--- src/rtl/ddr_burst_responder.sv ---
// ddr_burst_responder: arbitrates the data cache's load, store and jump-address
// requests onto one DDR burst read/write port and streams beats back to the cache.
//
// Ports:
//   clk, rst                    clock and synchronous active-high reset
//   DATA_read_req               cache data-load request (level)
//   DATA_store_req              cache data-store request (level)
//   JMP_ADDR_read_req           cache jump-address request (level)
//   DATA_read_addr              load address, used for data and jump reads
//   DATA_write_addr             store address
//   DATA_to_ddr                 store beat from the cache
//   DATA_to_cache               registered read beat
//   JMP_ADDR_to_cache           zero-extended jump beat, held until the next one
//   rd_cnt_data                 read beat counter (DATA_CACHE_DEPTH+1 marks completion)
//   rd_burst_data_valid         DATA_to_cache / JMP_ADDR_to_cache valid
//   wr_burst_data_req           cache must present the next store beat
//   state_interface_module      current state encoding
//   mem_rd_burst_*              burst read port to the DDR burst controller
//   mem_wr_burst_*              burst write port to the DDR burst controller
module ddr_burst_responder #(
    parameter int DATA_WIDTH       = 16,
    parameter int DDR_ADDR_WIDTH   = 28,
    parameter int DATA_CACHE_DEPTH = 16,
    parameter int LEN_WIDTH        = 10
) (
    input  logic                      clk,
    input  logic                      rst,
    input  logic                      DATA_read_req,
    input  logic                      DATA_store_req,
    input  logic                      JMP_ADDR_read_req,
    input  logic [DDR_ADDR_WIDTH-1:0] DATA_read_addr,
    input  logic [DDR_ADDR_WIDTH-1:0] DATA_write_addr,
    input  logic [DATA_WIDTH-1:0]     DATA_to_ddr,
    output logic [DATA_WIDTH-1:0]     DATA_to_cache,
    output logic [DDR_ADDR_WIDTH-1:0] JMP_ADDR_to_cache,
    output logic [LEN_WIDTH-1:0]      rd_cnt_data,
    output logic                      rd_burst_data_valid,
    output logic                      wr_burst_data_req,
    output logic [3:0]                state_interface_module,
    output logic                      mem_rd_burst_req,
    output logic                      mem_wr_burst_req,
    output logic [LEN_WIDTH-1:0]      mem_rd_burst_len,
    output logic [LEN_WIDTH-1:0]      mem_wr_burst_len,
    output logic [DDR_ADDR_WIDTH-1:0] mem_rd_burst_addr,
    output logic [DDR_ADDR_WIDTH-1:0] mem_wr_burst_addr,
    input  logic                      mem_rd_burst_data_valid,
    input  logic [DATA_WIDTH-1:0]     mem_rd_burst_data,
    input  logic                      mem_rd_burst_finish,
    input  logic                      mem_wr_burst_finish,
    input  logic                      mem_wr_burst_data_req,
    output logic [DATA_WIDTH-1:0]     mem_wr_burst_data
);

    // Encoding is visible to the cache, which decodes the store state (9).
    typedef enum logic [3:0] {
        S_IDLE       = 4'd0,
        S_RD_DATA    = 4'd1,
        S_RD_JMP     = 4'd2,
        S_WR_STORE   = 4'd9,
        S_WAIT_REL   = 4'd10
    } state_t;

    // Which cache request is being served, so WAIT_REL knows what to watch.
    typedef enum logic [1:0] {
        K_NONE,
        K_STORE,
        K_READ,
        K_JMP
    } kind_t;

    localparam logic [LEN_WIDTH-1:0] LEN_DATA = LEN_WIDTH'(DATA_CACHE_DEPTH);
    localparam logic [LEN_WIDTH-1:0] LEN_JMP  = LEN_WIDTH'(1);
    localparam logic [LEN_WIDTH-1:0] CNT_DONE = LEN_WIDTH'(DATA_CACHE_DEPTH + 1);
    localparam logic [LEN_WIDTH-1:0] CNT_ONE  = LEN_WIDTH'(1);
    localparam logic [LEN_WIDTH-1:0] CNT_MAX  = '1;

    state_t r_state;
    state_t w_state_nxt;
    kind_t  r_kind;
    kind_t  w_kind_nxt;

    logic                      r_rd_fin;
    logic                      r_rd_req;
    logic                      r_wr_req;
    logic [LEN_WIDTH-1:0]      r_rd_len;
    logic [LEN_WIDTH-1:0]      r_wr_len;
    logic [DDR_ADDR_WIDTH-1:0] r_rd_addr;
    logic [DDR_ADDR_WIDTH-1:0] r_wr_addr;
    logic [DATA_WIDTH-1:0]     r_data;
    logic [DDR_ADDR_WIDTH-1:0] r_jmp;
    logic [LEN_WIDTH-1:0]      r_cnt;
    logic                      r_valid;

    logic                      w_rd_beat;
    logic                      w_data_done;
    logic                      w_released;
    logic [LEN_WIDTH-1:0]      w_cnt_inc;
    logic [DDR_ADDR_WIDTH-1:0] w_jmp_beat;

    assign w_rd_beat  = mem_rd_burst_data_valid &&
                        (r_state == S_RD_DATA || r_state == S_RD_JMP);
    // A data burst completes on the first beat-free cycle once finish was seen,
    // so the last beat is always delivered before the completion marker.
    assign w_data_done = (r_state == S_RD_DATA) && !mem_rd_burst_data_valid &&
                         (r_rd_fin || mem_rd_burst_finish);
    assign w_cnt_inc  = (r_cnt == CNT_MAX) ? CNT_MAX : r_cnt + CNT_ONE;
    assign w_jmp_beat = DDR_ADDR_WIDTH'(mem_rd_burst_data);

    always_comb begin
        w_released = 1'b1;
        case (r_kind)
            K_STORE: w_released = !DATA_store_req;
            K_READ:  w_released = !DATA_read_req;
            K_JMP:   w_released = !JMP_ADDR_read_req;
            default: w_released = 1'b1;
        endcase
    end

    always_ff @(posedge clk) begin
        if (rst) begin
            r_state <= S_IDLE;
            r_kind  <= K_NONE;
        end else begin
            r_state <= w_state_nxt;
            r_kind  <= w_kind_nxt;
        end
    end

    always_comb begin
        w_state_nxt = r_state;
        w_kind_nxt  = r_kind;
        case (r_state)
            S_IDLE: begin
                // Store first so dirty lines reach DDR before any reload.
                if (DATA_store_req) begin
                    w_state_nxt = S_WR_STORE;
                    w_kind_nxt  = K_STORE;
                end else if (DATA_read_req) begin
                    w_state_nxt = S_RD_DATA;
                    w_kind_nxt  = K_READ;
                end else if (JMP_ADDR_read_req) begin
                    w_state_nxt = S_RD_JMP;
                    w_kind_nxt  = K_JMP;
                end
            end
            S_RD_DATA: begin
                if (w_data_done) w_state_nxt = S_WAIT_REL;
            end
            S_RD_JMP: begin
                if (mem_rd_burst_finish) w_state_nxt = S_WAIT_REL;
            end
            S_WR_STORE: begin
                if (mem_wr_burst_finish) w_state_nxt = S_WAIT_REL;
            end
            S_WAIT_REL: begin
                if (w_released) w_state_nxt = S_IDLE;
            end
            default: w_state_nxt = S_IDLE;
        endcase
    end

    always_ff @(posedge clk) begin
        if (rst) begin
            r_rd_fin  <= 1'b0;
            r_rd_req  <= 1'b0;
            r_wr_req  <= 1'b0;
            r_rd_len  <= '0;
            r_wr_len  <= '0;
            r_rd_addr <= '0;
            r_wr_addr <= '0;
            r_data    <= '0;
            r_jmp     <= '0;
            r_cnt     <= '0;
            r_valid   <= 1'b0;
        end else begin
            r_valid <= 1'b0;
            case (r_state)
                S_IDLE: begin
                    if (w_state_nxt != S_IDLE) begin
                        r_cnt    <= '0;
                        r_rd_fin <= 1'b0;
                    end
                    if (w_state_nxt == S_WR_STORE) begin
                        r_wr_addr <= DATA_write_addr;
                        r_wr_len  <= LEN_DATA;
                    end else if (w_state_nxt == S_RD_DATA) begin
                        r_rd_addr <= DATA_read_addr;
                        r_rd_len  <= LEN_DATA;
                    end else if (w_state_nxt == S_RD_JMP) begin
                        r_rd_addr <= DATA_read_addr;
                        r_rd_len  <= LEN_JMP;
                    end
                end
                S_RD_DATA: begin
                    // Request rises one cycle after acceptance and never returns
                    // once the controller has signalled finish.
                    r_rd_req <= !(r_rd_fin || mem_rd_burst_finish);
                    if (mem_rd_burst_finish) r_rd_fin <= 1'b1;
                    if (w_rd_beat) begin
                        r_data  <= mem_rd_burst_data;
                        r_valid <= 1'b1;
                        r_cnt   <= w_cnt_inc;
                    end else if (w_data_done) begin
                        r_cnt <= CNT_DONE;
                    end
                end
                S_RD_JMP: begin
                    r_rd_req <= !mem_rd_burst_finish;
                    if (w_rd_beat) begin
                        r_jmp   <= w_jmp_beat;
                        r_valid <= 1'b1;
                        r_cnt   <= CNT_ONE;
                    end
                end
                S_WR_STORE: begin
                    r_wr_req <= !mem_wr_burst_finish;
                end
                default: begin
                end
            endcase
        end
    end

    assign DATA_to_cache          = r_data;
    assign JMP_ADDR_to_cache      = r_jmp;
    assign rd_cnt_data            = r_cnt;
    assign rd_burst_data_valid    = r_valid;
    assign state_interface_module = r_state;
    assign mem_rd_burst_req       = r_rd_req;
    assign mem_wr_burst_req       = r_wr_req;
    assign mem_rd_burst_len       = r_rd_len;
    assign mem_wr_burst_len       = r_wr_len;
    assign mem_rd_burst_addr      = r_rd_addr;
    assign mem_wr_burst_addr      = r_wr_addr;

    // Store beats bypass registers so the controller's beat request reaches
    // the cache and the beat returns within the same cycle.
    assign wr_burst_data_req = (r_state == S_WR_STORE) && mem_wr_burst_data_req;
    assign mem_wr_burst_data = (r_state == S_WR_STORE) ? DATA_to_ddr : '0;

endmodule

--- config.mk ---
export PLATFORM = sky130hd
export DESIGN_NAME = ddr_burst_responder
export DESIGN_NICKNAME = d
export VERILOG_FILES = /design/src/rtl/ddr_burst_responder.sv
export SDC_FILE = /design/constraint.sdc
export NUM_CORES = 1
export LEC_CHECK = 0
export CAP_MARGIN = 20
export CORE_ASPECT_RATIO = 1.1
export CORE_MARGIN = 3
export CORE_UTILIZATION = 39
export DETAILED_ROUTE_END_ITERATION = 16
export PLACE_DENSITY = 0.8
export SYNTH_ARGS = -nofsm -noshare
export SYNTH_HDL_FRONTEND = slang
export SYNTH_SLANG_ARGS = --single-unit
export TNS_END_PERCENT = 50
--- constraint.sdc ---
create_clock -name clk -period 2.2 [get_ports clk]
set_input_delay 0.22 -clock clk [delete_from_list [all_inputs] [get_ports clk]]
set_output_delay 0.22 -clock clk [all_outputs]
set_load 0.02 [all_outputs]
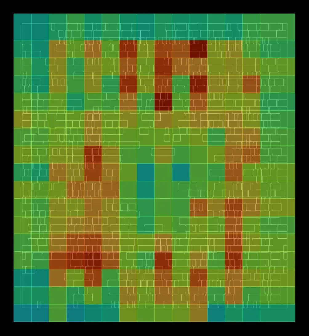
**Above:** run 1 (routing congestion map).
GR Util met2: 34.48%
met1 GRT Util: 25.00%
met3 usage: 5.286%
Util after Layout: 62.10%
average wire per standard cell: 15.10 µm

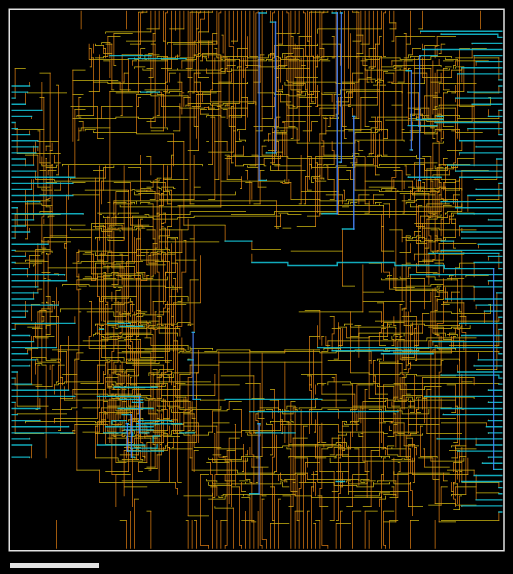
**Above:** run 1 (routed metal, one colour a layer).
The bar under the picture is 20 µm long.
- met2: orange (wire length 7170 µm)
- met3: cyan (wire length 1320 µm)
- met1: yellow (wire length 5530 µm)
- met4: blue (wire length 315 µm)
via count: 4789
DRT Wirelength: 14330 µm

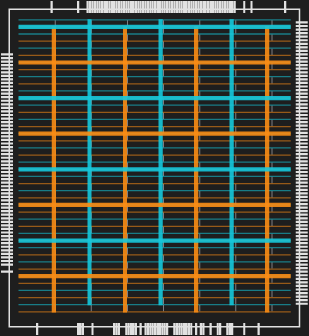
**Above:** run 1 (supply network).
Pins as bars on the die edge. Tap cells in grey.
- VSS: orange
- VDD: cyan
- signal pins: 251
- met4 straps: 7
- met1 rails: 42
- tap cells: 150
- rows: 41

==> results.yml, run 1 <==
# flow metrics
outcome:
  status: "completed"
clocking:
  htreeDepth: 3
  cts_tree: "built"
  clkTransAtPathRegs_ns: 0.07
  cts-resized-gates: 5
  cts_setup_buffers: 0
  cts.hold.buffers_added: 0
  ctsRootBufferMaster: "clkbuf_16"
  clk_latency_ns: 0.34
  cts_buffers: 9
cells_and_area:
  combGateArea_um2: 2131
  sh_seq_area_pct: 30.88
  final_nets: 892
  diodes: 0
  drive_gt1_share_pct: 5.257
  nNonClkInverters: 5
  ff_count: 111
  syn_to_final_growth_pct: 54.39
  buffers: 235
  clkCellAreaFrac_pct: 4.067
  final-nonclk-buf-share_pct: 32.59
  lay_top_cells: "clkdlybuf4s50_1 (203), nand2_1 (185), dfxtp_1 (110)"
  design_area_um2: 7199
worst_setup_path:
  arrival_ns: 2.20
  crit_start: "state_interface_module[1]$_SDFF_PP0_"
  cp_max_fo: 16
  r2r_start: "state_interface_module[1]$_SDFF_PP0_"
  startpoint_type: "register"
  crit_buf_inv: 0
  path_cells: "nor2b_1, and3_1, nand2_1, a21oi_1"
  crit_end: "JMP_ADDR_to_cache[8]$_SDFFE_PP0P_"
  path_class: "reg -> reg"
  cp_slowest_cell: "and3_1"
  rr_endpoint: "JMP_ADDR_to_cache[8]$_SDFFE_PP0P_"
floorplan:
  n_tap_cell: 150
  ios: 251
  die_width_um: 110.3
  fp-utilization_pct: 40.22
  die_h_um: 120.7
  core.rowCount: 41
  dieArea_um2: 13310
yosys:
  synthCells: 587
  ys_cells: 587
  most_common_cell: "nand2_1"
  yosys-stat-area_um2: 4663
  yosys.area_share.aoi_pct: 17.41
  xor_area_share_pct: 0.1878
  top_cell_area_share_pct: 47.65
  edf_count: 0
  synth.largest_area_cell: "dfxtp_1"
  postSynthSeqShare_pct: 47.65
  fa_ha_area_share_pct: 0.2683
  ys_top_logic_family: "simple AND/OR/NAND/NOR gates"
  synth_area_um2: 4663
  simple_gate_share_pct: 24.98
  syn_avg_cell_area_um2: 7.944
  netlist-cell-type-count: 52
power:
  switching_share_pct: 25.78
  clockPowerShare_pct: 35.4
  pg_clk_mw: 1.58
  combPwrFrac_pct: 16.8
  p_seq_mw: 2.13
  p_sw_mw: 1.150
  power_density_nw_per_um2: 619.8
routing:
  ant_nets: 0
  first_pass_iters: 5
  met1_length_um: 5526
  wl_met2_um: 7169
  drc: 0
  vias_per_cell: 5.046
  routed.top_layer: "met4"
final_timing:
  setup_slack_ns: 0.2588
  setup_tns_ns: 0
  hold_slack_ns: 0.1997
  slew_violations: 0
  hold_viol: 0
  worst_pin_slew_ns: 0.7043
  finClkSkew_ns: 0.008331
place:
  numPortBuffers: 221
  place_area_um2: 6874
  pre_cts_slack_ns: 0.09766
  place.gp.congestion: 0.8435
run:
  warning_count: 26
global_routing:
  grt_pass1_wl_um: 21800
  grt_pass1_vias: 4415
  grt_start_max_net_pins: 51
min_path:
  whs_endpoint: "mem_rd_burst_len[4]$_SDFFE_PP0P_"
  hp-start: "rst"
==> run 2: changes to the inputs <==
--- a/config.mk
+++ b/config.mk
@@ -11,6 +11,7 @@
 export CORE_UTILIZATION = 39
 export DETAILED_ROUTE_END_ITERATION = 16
 export PLACE_DENSITY = 0.8
+export SKIP_CTS_REPAIR_TIMING = 1
 export SYNTH_ARGS = -nofsm -noshare
 export SYNTH_HDL_FRONTEND = slang
 export SYNTH_SLANG_ARGS = --single-unit
==> results.yml, run 2 <==
# flow metrics
outcome:
  status: "completed"
global_routing:
  use_met3_pct: 5.286
  grt_start_max_net_pins: 51
  grt_pass1_wl_um: 21800
  met1_usage_pct: 25.00
  grt_pass1_vias: 4415
  antenna_found_initial: 0
cells_and_area:
  drive_gt1_share_pct: 5.257
  clkCellAreaFrac_pct: 4.058
  buffers: 235
  diodes: 0
  ff_count: 111
  final-nonclk-buf-share_pct: 32.73
  combGateArea_um2: 2131
  syn_to_final_growth_pct: 54.71
  clockBufferCount: 13
  lay_top_cells: "clkdlybuf4s50_1 (203), nand2_1 (185), dfxtp_1 (110)"
  nNonClkInverters: 5
  final_nets: 892
final_timing:
  setup_tns_ns: 0
  hold_viol: 0
  finClkSkew_ns: 0.007405
  hold_slack_ns: 0.2018
  slew_violations: 0
  setup_slack_ns: 0.2626
  worst_pin_slew_ns: 0.6968
yosys:
  ys_cells: 587
  yosys.area_share.aoi_pct: 17.41
  edf_count: 0
  xor_area_share_pct: 0.1878
  synth.largest_area_cell: "dfxtp_1"
  top_cell_area_share_pct: 47.65
  ys_top_logic_family: "simple AND/OR/NAND/NOR gates"
  synthCells: 587
  fa_ha_area_share_pct: 0.2683
  most_common_cell: "nand2_1"
  syn_avg_cell_area_um2: 7.944
  synth_area_um2: 4663
  yosys-stat-area_um2: 4663
  postSynthSeqShare_pct: 47.65
  netlist-cell-type-count: 52
  simple_gate_share_pct: 24.98
floorplan:
  ios: 251
  dieArea_um2: 13310
  fp-utilization_pct: 40.22
  n_tap_cell: 150
  die_h_um: 120.7
  die_width_um: 110.3
clocking:
  htreeDepth: 3
  clkTransAtPathRegs_ns: 0.07
  cts_tree: "built"
  ctsRootBufferMaster: "clkbuf_16"
  cts_buffers: 9
power:
  pg_clk_mw: 1.58
  p_comb_mw: 0.751
  combPwrFrac_pct: 16.8
  clockPowerShare_pct: 35.4
  p_sw_mw: 1.153
  p_seq_mw: 2.13
  switching_share_pct: 25.83
  power_density_nw_per_um2: 619.0
worst_setup_path:
  path_cells: "nor2b_1, and3_1, nand2_1, a21oi_1"
  crit_start: "state_interface_module[1]$_SDFF_PP0_"
  cp_max_fo: 16
  path_class: "reg -> reg"
  cp_slowest_cell: "and3_1"
  arrival_ns: 2.20
  r2r_start: "state_interface_module[1]$_SDFF_PP0_"
  startpoint_type: "register"
  rr_endpoint: "JMP_ADDR_to_cache[8]$_SDFFE_PP0P_"
  crit_end: "JMP_ADDR_to_cache[8]$_SDFFE_PP0P_"
  cp_slowest_stage_delay_ns: 0.63
  crit_buf_inv: 0
routing:
  first_pass_iters: 5
  wl_met2_um: 7168
  met1_length_um: 5609
  ant_nets: 0
  vias_per_cell: 5.046
  routed_wl_um: 14360
  vias: 4789
  wl_per_cell_um: 15.13
  drc: 0
  routed.top_layer: "met4"
place:
  dpl.hpwl_um: 10680
  place_area_um2: 6874
  pre_cts_slack_ns: 0.09766
  numPortBuffers: 221
  placedCellCount: 933
  place.gp.congestion: 0.8435
run:
  warning_count: 26
min_path:
  whs_endpoint: "mem_rd_burst_len[4]$_SDFFE_PP0P_"
  hp-start: "rst"
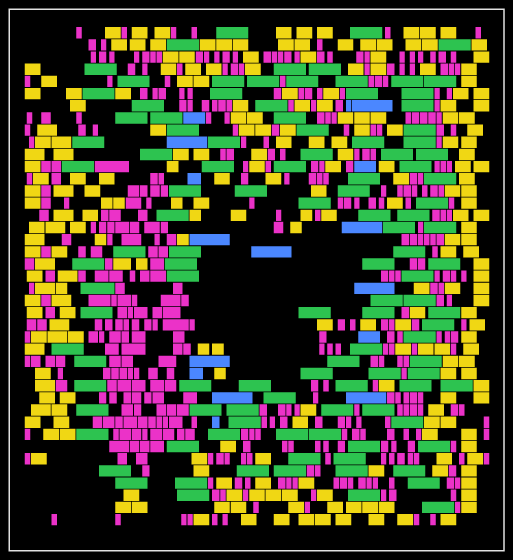
**Above:** run 2 (cells coloured by class).
- other buffers and delay cells: yellow (cells 235)
- clock drivers and dummy loads: blue (cells 16)
- flip-flops: green (cells 111)
- all other logic: magenta (cells 437)
core box area: 11590 µm²
fin area: 7214 µm²
Util after Layout: 62.23%
sequential share of cell area: 30.82%
row count: 41

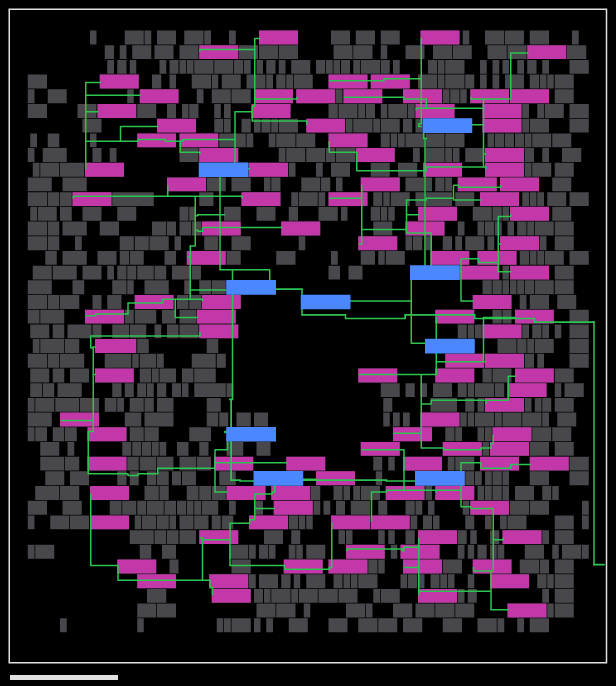
**Above:** run 2 (clock wires, drivers and flops).
The bar under the picture is 20 µm long.
- cells driving clock nets: blue (count 9)
- clock wires: green (length 1270 µm)
- flip-flops: magenta (count 111)
- routed clock nets: 10

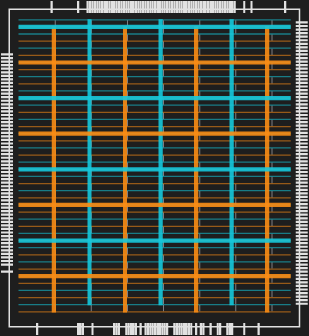
**Above:** run 2 (supply network).
Pins as bars on the die edge. Tap cells in grey.
- VDD: cyan
- VSS: orange
- signal pins: 251
- met1 rails: 42

Power is estimated from default activity; no workload was simulated.
